<file path="src/rtl/wfg_wb_arb_pkg.sv">
// Shared types for the wfg Wishbone round-robin arbiter.
package wfg_wb_arb_pkg;

  typedef enum logic [1:0] {
    ARB_IDLE,
    ARB_GRANT,
    ARB_ERR
  } arb_state_t;

  localparam int MAX_MASTERS = 8;

endpackage

</file>
<file path="src/rtl/wfg_wb_arbiter_if.sv">
// Bus bundle between NUM_MASTERS Wishbone masters, the arbiter and the single slave.
interface wfg_wb_arbiter_if #(
  parameter int BUSW        = 32,
  parameter int NUM_MASTERS = 2
);
  logic [NUM_MASTERS-1:0]      m_cyc_i;
  logic [NUM_MASTERS-1:0]      m_stb_i;
  logic [NUM_MASTERS-1:0]      m_we_i;
  logic [NUM_MASTERS*4-1:0]    m_sel_i;
  logic [NUM_MASTERS*BUSW-1:0] m_adr_i;
  logic [NUM_MASTERS*BUSW-1:0] m_dat_i;
  logic [BUSW-1:0]             m_dat_o;
  logic [NUM_MASTERS-1:0]      m_ack_o;
  logic [NUM_MASTERS-1:0]      m_err_o;
  logic [NUM_MASTERS-1:0]      m_gnt_o;
  logic                        s_cyc_o;
  logic                        s_stb_o;
  logic                        s_we_o;
  logic [3:0]                  s_sel_o;
  logic [BUSW-1:0]             s_adr_o;
  logic [BUSW-1:0]             s_dat_o;
  logic [BUSW-1:0]             s_dat_i;
  logic                        s_ack_i;

  // slave: the arbiter, which is the slave seen by every master and drives the real slave.
  modport slave (
    input  m_cyc_i, m_stb_i, m_we_i, m_sel_i, m_adr_i, m_dat_i, s_dat_i, s_ack_i,
    output m_dat_o, m_ack_o, m_err_o, m_gnt_o,
    output s_cyc_o, s_stb_o, s_we_o, s_sel_o, s_adr_o, s_dat_o
  );

  // master: the surroundings (requesting masters plus the shared slave).
  modport master (
    output m_cyc_i, m_stb_i, m_we_i, m_sel_i, m_adr_i, m_dat_i, s_dat_i, s_ack_i,
    input  m_dat_o, m_ack_o, m_err_o, m_gnt_o,
    input  s_cyc_o, s_stb_o, s_we_o, s_sel_o, s_adr_o, s_dat_o
  );
endinterface

</file>
<file path="src/rtl/wfg_rr_arbiter.sv">
// Combinational round-robin picker: first requester after ptr, wrapping.
module wfg_rr_arbiter #(
  parameter int N  = 2,
  parameter int IW = $clog2(N)
) (
  input  logic [N-1:0]  req,
  input  logic [IW-1:0] ptr,
  output logic [N-1:0]  gnt,
  output logic [IW-1:0] gnt_idx,
  output logic          any_req
);

  logic [N-1:0] rot;
  logic         found;
  int           pos;

  always_comb begin
    // Rotate the doubled vector so master ptr+1 sits at bit 0, then take the lowest set bit.
    rot     = N'({req, req} >> (int'(ptr) + 1));
    gnt     = '0;
    gnt_idx = '0;
    found   = 1'b0;
    pos     = 0;
    for (int i = 0; i < N; i++) begin
      if (rot[i] && !found) begin
        found    = 1'b1;
        pos      = (int'(ptr) + 1 + i) % N;
        gnt[pos] = 1'b1;
        gnt_idx  = IW'(pos);
      end
    end
  end

  assign any_req = |req;

endmodule

</file>
<file path="src/rtl/wfg_wb_arbiter.sv">
// Round-robin Wishbone B4 classic arbiter in front of the wfg_core_top register slave,
// with a watchdog that aborts transfers the slave never acknowledges.
module wfg_wb_arbiter #(
  parameter int BUSW           = 32,
  parameter int NUM_MASTERS    = 2,
  parameter int TIMEOUT_CYCLES = 255
) (
  input logic              wb_clk_i,
  input logic              wb_rst_i,
  wfg_wb_arbiter_if.slave  bus
);
  import wfg_wb_arb_pkg::*;

  localparam int IW = $clog2(NUM_MASTERS);
  localparam int WW = $clog2(TIMEOUT_CYCLES + 1);
  localparam logic [WW-1:0] WD_LIMIT = WW'(TIMEOUT_CYCLES);

  arb_state_t             state;
  logic [NUM_MASTERS-1:0] gnt_q;
  logic [IW-1:0]          gidx_q;
  logic [IW-1:0]          ptr_q;
  logic [WW-1:0]          wdog_q;

  logic [NUM_MASTERS-1:0] pick_gnt;
  logic [IW-1:0]          pick_idx;
  logic                   any_req;
  logic                   in_grant;
  logic                   g_cyc;
  logic                   g_stb;
  logic                   abort;

  wfg_rr_arbiter #(.N(NUM_MASTERS), .IW(IW)) u_rr (
    .req     (bus.m_cyc_i),
    .ptr     (ptr_q),
    .gnt     (pick_gnt),
    .gnt_idx (pick_idx),
    .any_req (any_req)
  );

  assign in_grant = (state == ARB_GRANT);
  assign g_cyc    = bus.m_cyc_i[gidx_q];
  assign g_stb    = bus.m_stb_i[gidx_q];

  // A timeout fires only on a live, still-unacked stb; an ack in the same cycle wins.
  assign abort = in_grant && g_cyc && g_stb && !bus.s_ack_i && (wdog_q == WD_LIMIT);

  assign bus.s_cyc_o = in_grant && g_cyc && !abort;
  assign bus.s_stb_o = in_grant && g_stb && !abort;
  assign bus.s_we_o  = in_grant && bus.m_we_i[gidx_q];
  assign bus.s_sel_o = in_grant ? bus.m_sel_i[4*int'(gidx_q) +: 4] : '0;
  assign bus.s_adr_o = in_grant ? bus.m_adr_i[BUSW*int'(gidx_q) +: BUSW] : '0;
  assign bus.s_dat_o = in_grant ? bus.m_dat_i[BUSW*int'(gidx_q) +: BUSW] : '0;

  assign bus.m_dat_o = in_grant ? bus.s_dat_i : '0;
  assign bus.m_ack_o = (in_grant && bus.s_ack_i && !wb_rst_i) ? gnt_q : '0;
  assign bus.m_err_o = (abort && !wb_rst_i) ? gnt_q : '0;
  assign bus.m_gnt_o = gnt_q;

  always_ff @(posedge wb_clk_i) begin
    if (wb_rst_i) begin
      state  <= ARB_IDLE;
      gnt_q  <= '0;
      gidx_q <= '0;
      ptr_q  <= IW'(NUM_MASTERS - 1);
      wdog_q <= '0;
    end else begin
      if (in_grant && bus.s_stb_o && !bus.s_ack_i) begin
        if (wdog_q != WD_LIMIT) wdog_q <= wdog_q + WW'(1);
      end else begin
        wdog_q <= '0;
      end

      case (state)
        ARB_IDLE: begin
          if (any_req) begin
            gnt_q  <= pick_gnt;
            gidx_q <= pick_idx;
            state  <= ARB_GRANT;
          end
        end
        ARB_GRANT: begin
          if (!g_cyc) begin
            gnt_q <= '0;
            ptr_q <= gidx_q;
            state <= ARB_IDLE;
          end else if (abort) begin
            state <= ARB_ERR;
          end
        end
        ARB_ERR: begin
          // The aborted master keeps the bus (disconnected) until it ends its tenure.
          if (!g_cyc) begin
            gnt_q <= '0;
            ptr_q <= gidx_q;
            state <= ARB_IDLE;
          end
        end
        default: state <= ARB_IDLE;
      endcase
    end
  end

endmodule
</file>
<file path="src/flat_wrapper.sv">
// flat-port wrapper written by rule: the top's interface ports become plain ports
module wfg_wb_arbiter_flat import wfg_wb_arb_pkg::*;
#(
  parameter int BUSW           = 32,
  parameter int NUM_MASTERS    = 2,
  parameter int TIMEOUT_CYCLES = 255
)
  (wb_clk_i, wb_rst_i, bus_m_cyc_i, bus_m_stb_i, bus_m_we_i, bus_m_sel_i, bus_m_adr_i, bus_m_dat_i, bus_s_dat_i, bus_s_ack_i, bus_m_dat_o, bus_m_ack_o, bus_m_err_o, bus_m_gnt_o, bus_s_cyc_o, bus_s_stb_o, bus_s_we_o, bus_s_sel_o, bus_s_adr_o, bus_s_dat_o);
  wfg_wb_arbiter_if #(.BUSW(BUSW), .NUM_MASTERS(NUM_MASTERS)) bus_i ();
  input logic wb_clk_i;
  input logic wb_rst_i;
  input wire logic [$bits(bus_i.m_cyc_i)-1:0] bus_m_cyc_i;
  input wire logic [$bits(bus_i.m_stb_i)-1:0] bus_m_stb_i;
  input wire logic [$bits(bus_i.m_we_i)-1:0] bus_m_we_i;
  input wire logic [$bits(bus_i.m_sel_i)-1:0] bus_m_sel_i;
  input wire logic [$bits(bus_i.m_adr_i)-1:0] bus_m_adr_i;
  input wire logic [$bits(bus_i.m_dat_i)-1:0] bus_m_dat_i;
  input wire logic [$bits(bus_i.s_dat_i)-1:0] bus_s_dat_i;
  input wire logic [$bits(bus_i.s_ack_i)-1:0] bus_s_ack_i;
  output wire logic [$bits(bus_i.m_dat_o)-1:0] bus_m_dat_o;
  output wire logic [$bits(bus_i.m_ack_o)-1:0] bus_m_ack_o;
  output wire logic [$bits(bus_i.m_err_o)-1:0] bus_m_err_o;
  output wire logic [$bits(bus_i.m_gnt_o)-1:0] bus_m_gnt_o;
  output wire logic [$bits(bus_i.s_cyc_o)-1:0] bus_s_cyc_o;
  output wire logic [$bits(bus_i.s_stb_o)-1:0] bus_s_stb_o;
  output wire logic [$bits(bus_i.s_we_o)-1:0] bus_s_we_o;
  output wire logic [$bits(bus_i.s_sel_o)-1:0] bus_s_sel_o;
  output wire logic [$bits(bus_i.s_adr_o)-1:0] bus_s_adr_o;
  output wire logic [$bits(bus_i.s_dat_o)-1:0] bus_s_dat_o;
  assign bus_i.m_cyc_i = bus_m_cyc_i;
  assign bus_i.m_stb_i = bus_m_stb_i;
  assign bus_i.m_we_i = bus_m_we_i;
  assign bus_i.m_sel_i = bus_m_sel_i;
  assign bus_i.m_adr_i = bus_m_adr_i;
  assign bus_i.m_dat_i = bus_m_dat_i;
  assign bus_i.s_dat_i = bus_s_dat_i;
  assign bus_i.s_ack_i = bus_s_ack_i;
  assign bus_m_dat_o = bus_i.m_dat_o;
  assign bus_m_ack_o = bus_i.m_ack_o;
  assign bus_m_err_o = bus_i.m_err_o;
  assign bus_m_gnt_o = bus_i.m_gnt_o;
  assign bus_s_cyc_o = bus_i.s_cyc_o;
  assign bus_s_stb_o = bus_i.s_stb_o;
  assign bus_s_we_o = bus_i.s_we_o;
  assign bus_s_sel_o = bus_i.s_sel_o;
  assign bus_s_adr_o = bus_i.s_adr_o;
  assign bus_s_dat_o = bus_i.s_dat_o;
  wfg_wb_arbiter #(.BUSW(BUSW), .NUM_MASTERS(NUM_MASTERS), .TIMEOUT_CYCLES(TIMEOUT_CYCLES)) u_core (.wb_clk_i(wb_clk_i), .wb_rst_i(wb_rst_i), .bus(bus_i));
endmodule
</file>
<file path="config.mk">
export PLATFORM = sky130hd
export DESIGN_NAME = wfg_wb_arbiter_flat
export DESIGN_NICKNAME = d
export VERILOG_FILES = /design/src/rtl/wfg_wb_arb_pkg.sv /design/src/rtl/wfg_wb_arbiter_if.sv /design/src/rtl/wfg_rr_arbiter.sv /design/src/rtl/wfg_wb_arbiter.sv /design/src/flat_wrapper.sv
export SDC_FILE = /design/constraint.sdc
export NUM_CORES = 1
export LEC_CHECK = 0
export ABC_AREA = 1
export CAP_MARGIN = 25
export CORE_AREA = 5 5 108 110
export DETAILED_ROUTE_END_ITERATION = 8
export DIE_AREA = 0 0 113 115
export PLACE_DENSITY = 0.68
export SETUP_SLACK_MARGIN = 0.1
export SLEW_MARGIN = 0
export SYNTH_ARGS = -nofsm -noshare
export SYNTH_HDL_FRONTEND = slang
export SYNTH_SLANG_ARGS = --single-unit
</file>
<file path="constraint.sdc">
create_clock -name wb_clk_i -period 3.4 [get_ports wb_clk_i]
set_input_delay 0.68 -clock wb_clk_i [delete_from_list [all_inputs] [get_ports wb_clk_i]]
set_output_delay 0.68 -clock wb_clk_i [all_outputs]
set_load 0.1 [all_outputs]
</file>
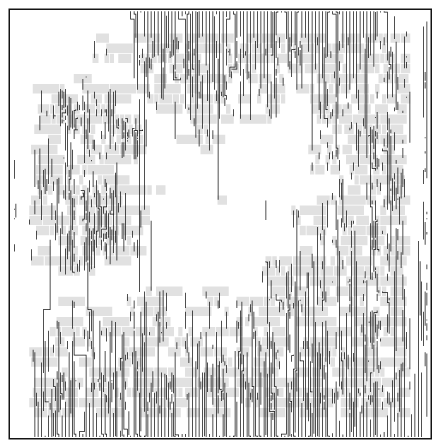
Run 1: metal 2
The longest straight run is 52.5 um. The layer carries 6860 um of wire. 676 nets have wire on it. The layer holds 52% of the routed length. The wires run mostly vertical.

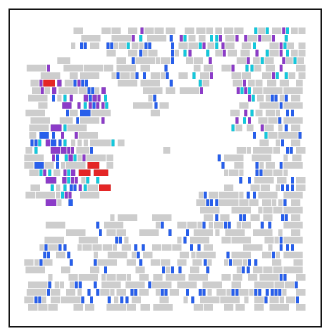
Run 1: gate families picked out
Purple marks nand cells, cells 71. Cyan marks inv cells, cells 53. Blue marks nor cells, cells 162, where all over the die. Red marks fa/ha/maj cells, cells 5, where west.

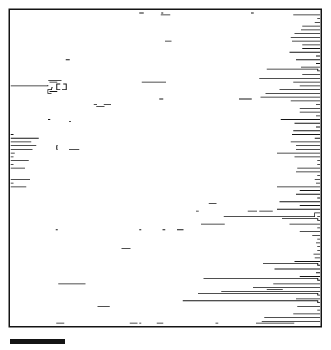
Run 1: M3 wires
Scale bar: 20 um.
The longest straight run is 49.0 um. The layer holds 7.9% of the routed length. 123 nets have wire on it. The wires run mostly horizontal.

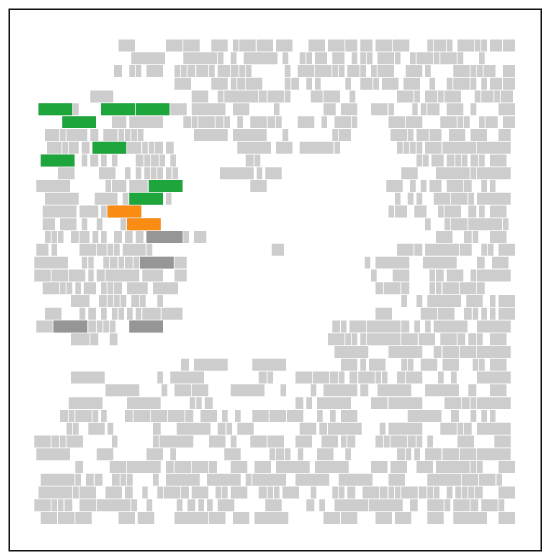
Run 1: register map, names as in the netlist
Other sequential cells in the stronger gray, the rest of the logic in the fainter gray.
Orange marks `u_core.bus.m_gnt_o`, flops 2. Green marks `u_core.wdog_q`, flops 8, where north-west.

==> ci_impl_report.md, run 1 <==
### Metrics collected by this job

| Metric | Value |
|---|---|
| Status | `finished clean` |
| Startpoint Class | `input port` |
| Most frequent cell after synthesis | `nor2_1` |
| NonClk Buf Share | `between 60% and 70%` |
| TritonCTS clock tree | `built` |
| Slowest cell delay on critical path | `approximately 0.5 ns` |
| First-pass GRT wire length | `roughly 19000 um` |
| Layout cells sized above 1 | `approximately a fifth` |
| FF+latch count, synth | `14` |
| Crit path from | `bus_m_cyc_i[0]` |
| Hold buffers post-CTS | `0` |
| Crit-path slowest cell | `clkdlybuf4s50_1` |
| Worst slack at placement | `0.6270 ns` |
| Cell depth of the worst hold path | `2` |
| RSZ-0062 raised after global routing | `no` |
| H-tree level count | `1` |
| Reg2reg end | `u_core.wdog_q[2]` |
| Met3 Use GR | `roughly 4.7%` |
| Yosys synthesis warning count | `0` |
| Commonest cells in the netlist | `nor2_1 (157), o21ai_0 (74), nand2_1 (56)` |
| Total gr overflow | `0` |
| Clock buf count | `3` |
| Maximum fanout along the worst path | `5` |
| Clk_skew | `just over 0.0005 ns` |
| Vias per cell | `roughly 4.3` |
| Post-CTS Setup Bufs | `0` |
| Sequential area share after synthesis | `between 10% and 20%` |
| Peak-usage layer in the global routing report | `met2` |
| Critical path class | `in2out` |
| Floorplan utilization | `approximately a fifth` |
| Met1 wire length | `~4800 um` |
| Top sig layer | `met4` |
| Top power group | `combinational cells` |
| Max FFs per register | `8` |
| Clock network fraction of total power | `between 2 and 3%` |
| Fin util | `a little over half` |
| Buffers excl. clock | `slightly below 300` |
| Net count, final | `870` |
| Stages on worst setup path | `8` |
| Largest reg by FF count | `u_core.wdog_q` |
| GP Congestion | `around 0.90` |
| Slew headroom | `53.90%` |
| Number of CTS-inserted buffers | `3` |
| Tool Warnings | `29` |
| # IOs | `286` |
| Root buffer selected by CTS | `clkbuf_8` |
| Delay-heaviest family, CP | `buffers and inverters` |
| Total die size | `about 13000 um^2` |
| Cells after Synth | `~420` |
| Compound Share, Synth | `about 22%` |
| Clk pwr | `around 0.14 mW` |
| Met2 routed WL | `roughly 7000 um` |
| Final setup violation count | `0` |
| VDD IR max | `between 500 and 600 uV` |
| Inverters | `roughly 53` |
| DR WL met3 | `~1000 um` |
| Final WL | `approximately 13000 um` |
| Worst-margin pin slew | `0.6915 ns` |
| Sequential cell area share | `under 10%` |
| Crit. End Element | `output pin` |
| Vias in the first global route | `about 3.3k` |
| Static Leakage | `~2.7 nW` |
| Top cells excl fill/tap | `clkdlybuf4s50_1 (176), nor2_1 (157), buf_12 (75)` |
| DP Area | `around 5700 um^2` |
==> run 2, diff against run 1 <==
--- a/config.mk
+++ b/config.mk
@@ -7,10 +7,10 @@
 export LEC_CHECK = 0
 export ABC_AREA = 1
 export CAP_MARGIN = 25
-export CORE_AREA = 5 5 108 110
+export CORE_AREA = 5 5 109 111
 export DETAILED_ROUTE_END_ITERATION = 8
-export DIE_AREA = 0 0 113 115
-export PLACE_DENSITY = 0.68
+export DIE_AREA = 0 0 114 116
+export PLACE_DENSITY = 0.66
 export SETUP_SLACK_MARGIN = 0.1
 export SLEW_MARGIN = 0
 export SYNTH_ARGS = -nofsm -noshare
==> constraint.sdc (replaced) <==
create_clock -name wb_clk_i -period 2.7 [get_ports wb_clk_i]
set_input_delay 0.54 -clock wb_clk_i [delete_from_list [all_inputs] [get_ports wb_clk_i]]
set_output_delay 0.54 -clock wb_clk_i [all_outputs]
set_load 0.1 [all_outputs]
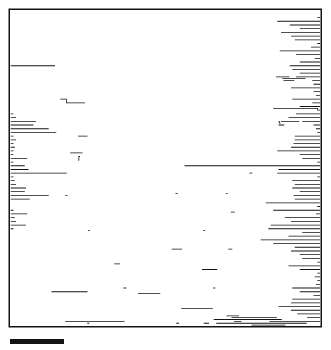
Run 2: M3 wires
Scale bar: 20 um.
138 nets have wire on it. The layer carries 1100 um of wire. The layer holds 8.1% of the routed length.

==> run 2 against run 1 <==
Synthesized cell count unchanged. Sequential power up about 30%. Global-route usage up 0.89 points. Hold slack improved by 0.0049 ns. Clock-buffer cell count is 1 higher. Clock power grew 52%.
==> ci_impl_report.md, run 2 <==
### Metrics collected by this job

| Metric | Value |
|---|---|
| Status | `finished clean` |
| H-tree level count | `1` |
| Vias per cell | `4.380` |
| Final WL | `about 14000 um` |
| Post-CTS Setup Bufs | `0` |
| Inverters | `between 50 and 60` |
| Slew headroom | `72.13%` |
| Delay-heaviest family, CP | `buffers and inverters` |
| TritonCTS clock tree | `built` |
| Startpoint Class | `input port` |
| Top cells excl fill/tap | `clkdlybuf4s50_1 (176), buf_12 (108), nor2_1 (86)` |
| Worst slack at placement | `0.2082 ns` |
| FF+latch count, synth | `14` |
| Static Leakage | `around 2.8 nW` |
| Crit-path slowest cell | `clkdlybuf4s50_1` |
| Yosys synthesis warning count | `0` |
| Crit path from | `bus_m_cyc_i[0]` |
| # IOs | `286` |
| Clock latency of the later-clocked register in the worst-skew pair | `around 0.24 ns` |
| Max FFs per register | `8` |
| NonClk Buf Share | `between 60% and 70%` |
| Clock buf count | `4` |
| Slowest cell delay on critical path | `approximately 0.5 ns` |
| Clk pwr | `roughly 0.21 mW` |
| Buffers excl. clock | `~290` |
| Worst-margin pin slew | `~0.42 ns` |
| Met3 Use GR | `under 10%` |
| Top power group | `combinational cells` |
| Stages on worst setup path | `8` |
| Critical path class | `in2out` |
| Cells after Synth | `around 420` |
| Peak-usage layer in the global routing report | `met2` |
| Net count, final | `a little under 900` |
| First-pass GRT wire length | `around 20000 um` |
| Number of CTS-inserted buffers | `3` |
| Tool Warnings | `31` |
| VDD IR max | `612.3 uV` |
| Compound Share, Synth | `between 20% and 30%` |
| Total die size | `13220 um^2` |
| Root buffer selected by CTS | `clkbuf_8` |
| Commonest cells in the netlist | `nor2_1 (157), o21ai_0 (74), nand2_1 (56)` |
| Sequential cell area share | `between 4 and 5%` |
| GP Congestion | `0.8533` |
| Final setup violation count | `0` |
| Vias in the first global route | `~3.7k` |
| Top sig layer | `met4` |
| Crit. End Element | `output pin` |
| Met1 wire length | `approximately 4900 um` |
| Cell depth of the worst hold path | `2` |
| Clk_skew | `~0.0021 ns` |
| RSZ-0062 raised after global routing | `yes` |
| DP Area | `6307 um^2` |
| Maximum fanout along the worst path | `5` |
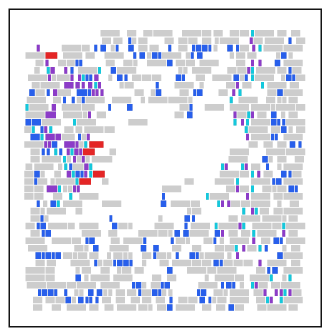
Run 2: gate families picked out
Cyan marks inv cells, cells 53, where all over the die. Blue marks nor cells, cells 162, where all over the die. Red marks fa/ha/maj cells, cells 5, where west. Purple marks nand cells, cells 71.

==> run 3, diff against run 2 <==
--- a/config.mk
+++ b/config.mk
@@ -12,7 +12,7 @@
 export DIE_AREA = 0 0 114 116
 export PLACE_DENSITY = 0.66
 export SETUP_SLACK_MARGIN = 0.1
-export SLEW_MARGIN = 0
+export SLEW_MARGIN = 20
 export SYNTH_ARGS = -nofsm -noshare
 export SYNTH_HDL_FRONTEND = slang
 export SYNTH_SLANG_ARGS = --single-unit
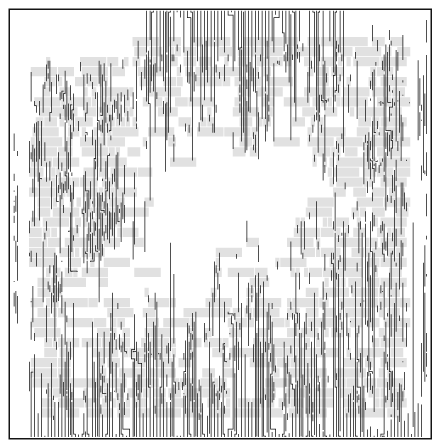
Run 3: metal 2
met2 global-route usage: 37.20%
final WL: 13540 um
Vias: 3640

==> run 3 against run 2 <==
Sequential cell count stayed put. Power stayed put. Critical path depth stayed put. Sequential share of layout area stayed put. Clock power hardly changed. Synthesized cell count stayed put. Cell count stayed put. Die area stayed put. Final area stayed put. Worst setup slack stayed put. Hold slack stayed put.
==> ci_impl_report.md, run 3 <==
### Metrics collected by this job

| Metric | Value |
|---|---|
| Total gr overflow | `0` |
| Hold buffers post-CTS | `0` |
| Hold Crit Class | `reg2reg` |
| Vias in the first global route | `roughly 3.7k` |
| Largest reg by FF count | `u_core.wdog_q` |
| Top sig layer | `met4` |
| Worst slack at placement | `between 0.2 and 0.25 ns` |
| DP Area | `roughly 6300 um^2` |
| DRC | `0` |
| Met1 wire length | `about 4900 um` |
| Tool Warnings | `31` |
| Met3 Use GR | `approximately 3.8%` |
| Critical path class | `in2out` |
| Static Leakage | `~2.8 nW` |
| Compound Share, Synth | `21.54%` |
| Inverters | `around 53` |
| Clk_skew | `around 0.0021 ns` |
| Slew headroom | `72.13%` |
| Delay-heaviest family, CP | `buffers and inverters` |
| Crit-path slowest cell | `clkdlybuf4s50_1` |
| GP Congestion | `around 0.85` |
| Sequential area share after synthesis | `a little over an eighth` |
| First-pass GRT wire length | `slightly above 20000 um` |
| DR WL met3 | `between 1000 and 1500 um` |
| Die height | `around 120 um` |
| Layout cells sized above 1 | `a little under a third` |
| Buffers excl. clock | `292` |
| Max FFs per register | `8` |
| Slowest cell delay on critical path | `between 0.4 and 0.5 ns` |
| Top power group | `combinational cells` |
| H-tree level count | `1` |
| Final setup violation count | `0` |
| Worst-margin pin slew | `approximately 0.42 ns` |
| Clock latency of the later-clocked register in the worst-skew pair | `~0.24 ns` |
| Yosys synthesis warning count | `0` |
| Commonest cells in the netlist | `nor2_1 (157), o21ai_0 (74), nand2_1 (56)` |
| Post-Synthesis Cell Area | `between 2000 and 2500 um^2` |
| Crit path buf inv count | `3` |
| # IOs | `between 200 and 300` |
| Crit. End Element | `output pin` |
| VDD IR max | `612.3 uV` |
| Fraction of registers with async set or reset after synthesis | `0%` |
| Flop count | `14` |
| Root buffer selected by CTS | `clkbuf_8` |
| Internal power | `~2.4 mW` |
| Number of CTS-inserted buffers | `3` |
| Cells after Synth | `between 400 and 500` |
| FF+latch count, synth | `14` |
| Post-synth mux share | `0%` |
| Reg2reg end | `u_core.wdog_q[7]` |
| Floorplan utilization | `about a fifth` |
| Startpoint Class | `input port` |
| Status | `finished clean` |
| NonClk Buf Share | `62.61%` |
| Clock buf count | `4` |
| Post-CTS Setup Bufs | `0` |
| Maximum fanout along the worst path | `5` |
| Total die size | `approximately 13000 um^2` |
| Met2 routed WL | `between 7000 and 8000 um` |
| Cell depth of the worst hold path | `2` |
| Net count, final | `slightly below 900` |
| TritonCTS clock tree | `built` |
| RSZ-0062 raised after global routing | `yes` |
| Most frequent cell after synthesis | `nor2_1` |
| Top cells excl fill/tap | `clkdlybuf4s50_1 (176), buf_12 (108), nor2_1 (86)` |
| Stages on worst setup path | `8` |
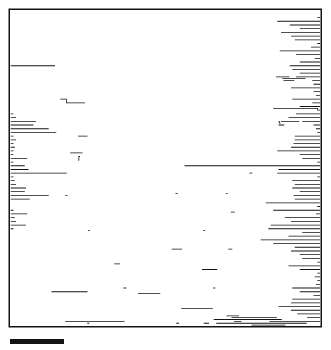
Run 3: M3 wires
Scale bar: 20 um.
The longest straight run is 49.5 um. 138 nets have wire on it. The wires run mostly horizontal.

No activity file was given, so power comes from the tool's default toggle rates.
